## src/rtl/sik_fetch.sv

```systemverilog
// sik_fetch: dual-thread instruction fetch stage for the SIK stack processor.
// It alternates the two threads cycle by cycle and folds OPpre (4'hF) prefix
// words into the instruction that follows them. It also applies redirects and
// halts that come back from later stages.
// Optional build macro: SIK_FETCH_SKIP_HALTED_EN. When it is defined, a halted
// thread's slot is handed to the other thread if that thread is still live.
module sik_fetch #(
  parameter logic [15:0] T0_RESET_PC = 16'h0000,
  parameter logic [15:0] T1_RESET_PC = 16'h8000,
  parameter logic [15:0] NOOP_WORD   = 16'h003F
) (
  input  logic        clk,
  input  logic        reset,
  input  logic        stall,
  output logic [15:0] imem_addr,
  input  logic [15:0] imem_data,
  input  logic        redir_valid,
  input  logic        redir_thread,
  input  logic [15:0] redir_pc,
  input  logic        halt_req,
  input  logic        halt_thread,
  output logic [15:0] op_out,
  output logic        op_valid,
  output logic        op_thread,
  output logic [15:0] op_pc,
  output logic [3:0]  pre_out,
  output logic        pre_hit,
  output logic        all_halted
);

  // Per-thread architectural state
  logic [15:0] pc_reg       [2];
  logic [15:0] pc_next      [2];
  logic [3:0]  pre_val_reg  [2];
  logic [3:0]  pre_val_next [2];
  logic [1:0]  pre_pend_reg, pre_pend_next;
  logic [1:0]  halted_reg, halted_next;
  logic [1:0]  redir_hit, halt_hit, take;
  logic        turn_reg;
  logic        sel;
  logic        is_pre, squash, fetch_go;

  // Output registers
  logic [15:0] op_out_reg, op_pc_reg;
  logic        op_valid_reg, op_thread_reg, pre_hit_reg, all_halted_reg;
  logic [3:0]  pre_out_reg;

  // Choose which thread owns this cycle's fetch slot
  always_comb begin
    sel = turn_reg;
`ifdef SIK_FETCH_SKIP_HALTED_EN
    // A halted thread's slot goes to the other thread while that one is still live
    if (halted_reg[turn_reg] && !halted_reg[~turn_reg])
      sel = ~turn_reg;
`endif
  end

  assign imem_addr = pc_reg[sel];
  assign is_pre    = (imem_data[15:12] == 4'hF);
  // A redirect or halt aimed at the slot owner kills this slot's fetch
  assign squash    = redir_hit[sel] | halt_hit[sel];
  assign fetch_go  = !stall && !halted_reg[sel] && !squash;

  // Next-state logic per thread. A redirect overrides the sequential PC step.
  genvar gi;
  generate
    for (gi = 0; gi < 2; gi++) begin : g_thread
      localparam logic TID = 1'(gi);
      assign redir_hit[gi]     = redir_valid && (redir_thread == TID);
      assign halt_hit[gi]      = halt_req && (halt_thread == TID);
      assign take[gi]          = fetch_go && (sel == TID);
      assign halted_next[gi]   = halted_reg[gi] | halt_hit[gi];
      assign pc_next[gi]       = redir_hit[gi] ? redir_pc :
                                 (take[gi] ? pc_reg[gi] + 16'd1 : pc_reg[gi]);
      assign pre_pend_next[gi] = redir_hit[gi] ? 1'b0 :
                                 (take[gi] ? is_pre : pre_pend_reg[gi]);
      assign pre_val_next[gi]  = (take[gi] && is_pre) ? imem_data[3:0] : pre_val_reg[gi];
    end
  endgenerate

  // State and output registers. Stall freezes the slot but still lets redirects and halts land.
  always_ff @(posedge clk) begin
    if (reset) begin
      pc_reg[0]      <= T0_RESET_PC;
      pc_reg[1]      <= T1_RESET_PC;
      pre_val_reg[0] <= 4'h0;
      pre_val_reg[1] <= 4'h0;
      pre_pend_reg   <= 2'b00;
      halted_reg     <= 2'b00;
      turn_reg       <= 1'b0;
      op_out_reg     <= NOOP_WORD;
      op_valid_reg   <= 1'b0;
      op_thread_reg  <= 1'b0;
      op_pc_reg      <= 16'h0000;
      pre_out_reg    <= 4'h0;
      pre_hit_reg    <= 1'b0;
      all_halted_reg <= 1'b0;
    end else begin
      for (int i = 0; i < 2; i++) begin
        pc_reg[i]      <= pc_next[i];
        pre_val_reg[i] <= pre_val_next[i];
      end
      pre_pend_reg   <= pre_pend_next;
      halted_reg     <= halted_next;
      all_halted_reg <= &halted_next;
      if (!stall) begin
        turn_reg      <= ~turn_reg;
        op_thread_reg <= sel;
        op_pc_reg     <= pc_reg[sel];
        if (fetch_go && !is_pre) begin
          op_out_reg   <= imem_data;
          op_valid_reg <= 1'b1;
          pre_hit_reg  <= pre_pend_reg[sel];
          pre_out_reg  <= pre_val_reg[sel];
        end else begin
          // Bubble: halted slot, squashed slot, or a prefix word that was absorbed
          op_out_reg   <= NOOP_WORD;
          op_valid_reg <= 1'b0;
          pre_hit_reg  <= 1'b0;
          pre_out_reg  <= 4'h0;
        end
      end
    end
  end

  assign op_out     = op_out_reg;
  assign op_valid   = op_valid_reg;
  assign op_thread  = op_thread_reg;
  assign op_pc      = op_pc_reg;
  assign pre_out    = pre_out_reg;
  assign pre_hit    = pre_hit_reg;
  assign all_halted = all_halted_reg;

endmodule

```

## config.mk

```make
export PLATFORM = sky130hd
export DESIGN_NAME = sik_fetch
export DESIGN_NICKNAME = d
export VERILOG_FILES = /design/src/rtl/sik_fetch.sv
export SDC_FILE = /design/constraint.sdc
export NUM_CORES = 1
export LEC_CHECK = 0
export ABC_AREA = 1
export CAP_MARGIN = 30
export CORE_MARGIN = 3
export CORE_UTILIZATION = 46
export DETAILED_ROUTE_END_ITERATION = 8
export GPL_ROUTABILITY_DRIVEN = 0
export GPL_TIMING_DRIVEN = 0
export PLACE_DENSITY = 0.76
export SETUP_SLACK_MARGIN = 0.05
export SLEW_MARGIN = 20
export SYNTH_ARGS = -nofsm -noshare
export SYNTH_HDL_FRONTEND = slang
export SYNTH_SLANG_ARGS = --single-unit
```

## constraint.sdc

```tcl
create_clock -name clk -period 1.7 [get_ports clk]
set_input_delay 0.34 -clock clk [delete_from_list [all_inputs] [get_ports clk]]
set_output_delay 0.34 -clock clk [all_outputs]
set_load 0.01 [all_outputs]
```

Fig. 1: wiring by layer
Only two layers are drawn.
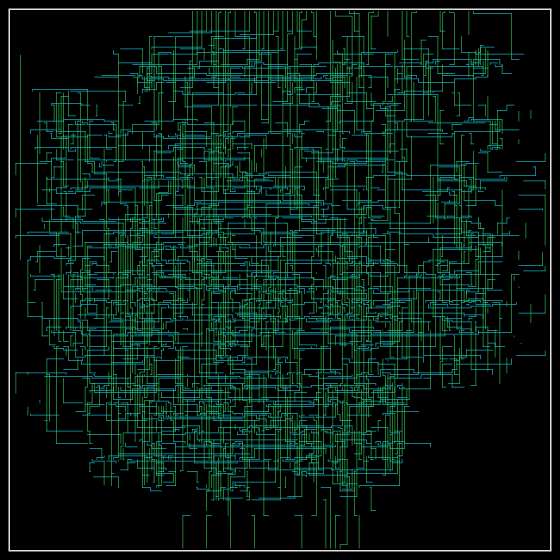
M2 -> green  # wire length 6460 um
M1 -> cyan  # wire length 5720 um

Fig. 2: sequential cells grouped by signal name
Scale bar: 20 um. Other sequential cells in the stronger gray, the rest of the logic in the fainter gray.
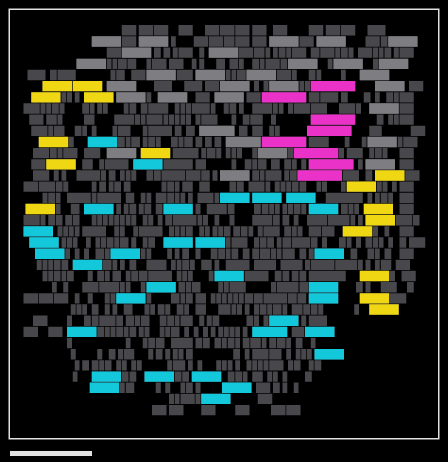
op_pc -> yellow  # flops 16
pre_val_reg -> magenta  # flops 8
pc_reg -> cyan  # flops 32
not colored = 30

Fig. 3: ports around the boundary
Pins as bars across the die edge, other pins in gray.
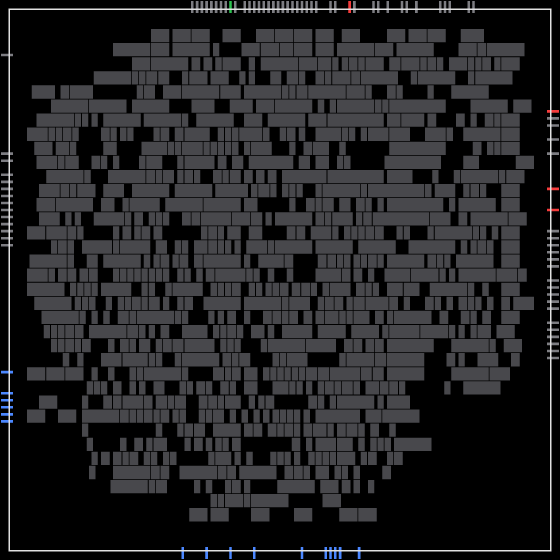
redir_pc -> blue  # pins 16, direction input, edge 10 bottom, 6 left
pre_out -> red  # pins 4, direction output, edge 3 right, 1 top
redir_valid -> green  # pins 1, direction input, edge top
die outline width: 104.2 um
PortBufs: 93

==> summary.txt <==
slew margin rel. - 57.35%
main flop type after synthesis - dfxtp_1
Setup CP Type - register to output port
core utilization at floorplan - 47.58%
Final clock-cell share - 3.222%
vias in the first global route - 4486
HPWL Detailed - 9919 um
met1 usage - 31.51%
top cells by area, synth - dfxtp_1 35%, nand2_1 17%, nand3_1 7.2%
syn_nets - 718
R2R Path End - pre_val_reg[1][3]
# setup viols final - 0
clkbuf count - 9
Clock power frac - 31.5%
Pwr Total - 4.615 mW
crit path DAT - 1.33 ns
max-cap violations - 0
RSZ-0062 raised after global routing - true
CP required - 1.36 ns
Reg power frac - 48.6%
IO Pins - 95
hold_sp - stall
DR top layer - met4
busiest layer in global routing - met2
worst skew pair latency - 0.37 ns
count of tool warnings - 28
R2R Path Start - sel
Int Power - 3.158 mW
Yosys Instances - 677
outcome - finished clean
Sw Ratio - 31.57%
sequential cell area share - 29.18%
Synth mux share - 1.522%
combinational share of power - 19.9%
Crit. path cell count - 4
Via-to-Cell Ratio - 5.272
compound-cell area share of the yosys netlist - 11.42%
1st-iter DRT viols - 409
cell count after synthesis - 677
CTS root buffer - clkbuf_8
post-route cell area - 6213 um2
Top delay family on crit path - flip-flops
Fig. 4: gate-type map
Scale bar: 20 um.
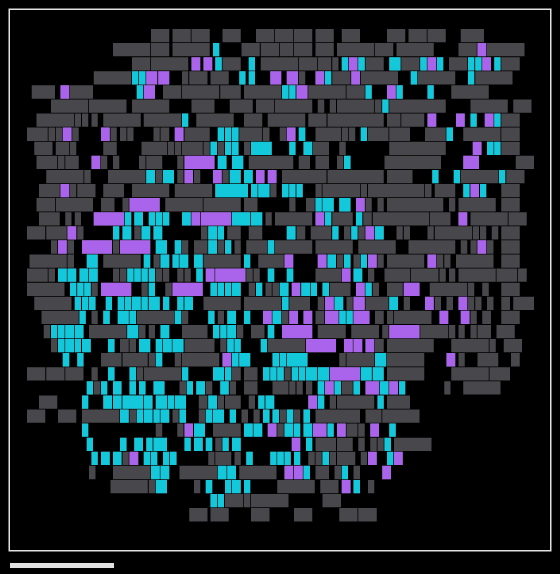
aoi and oai cells -> purple  # cells 95, most used a21oi_1, where all over the die
nand cells -> cyan  # cells 284, most used nand2_1
post-route insts no fill: 931
Comb/total area: 38.86%

Fig. 5: the clock network
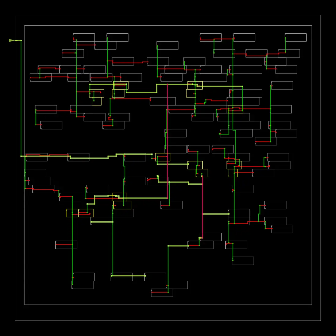
total CTS buffers: 9
Seq cells: 86
Clock Skew: 0.01122 ns
P_clk: 1.46 mW

Power and IR drop assume default switching activity.
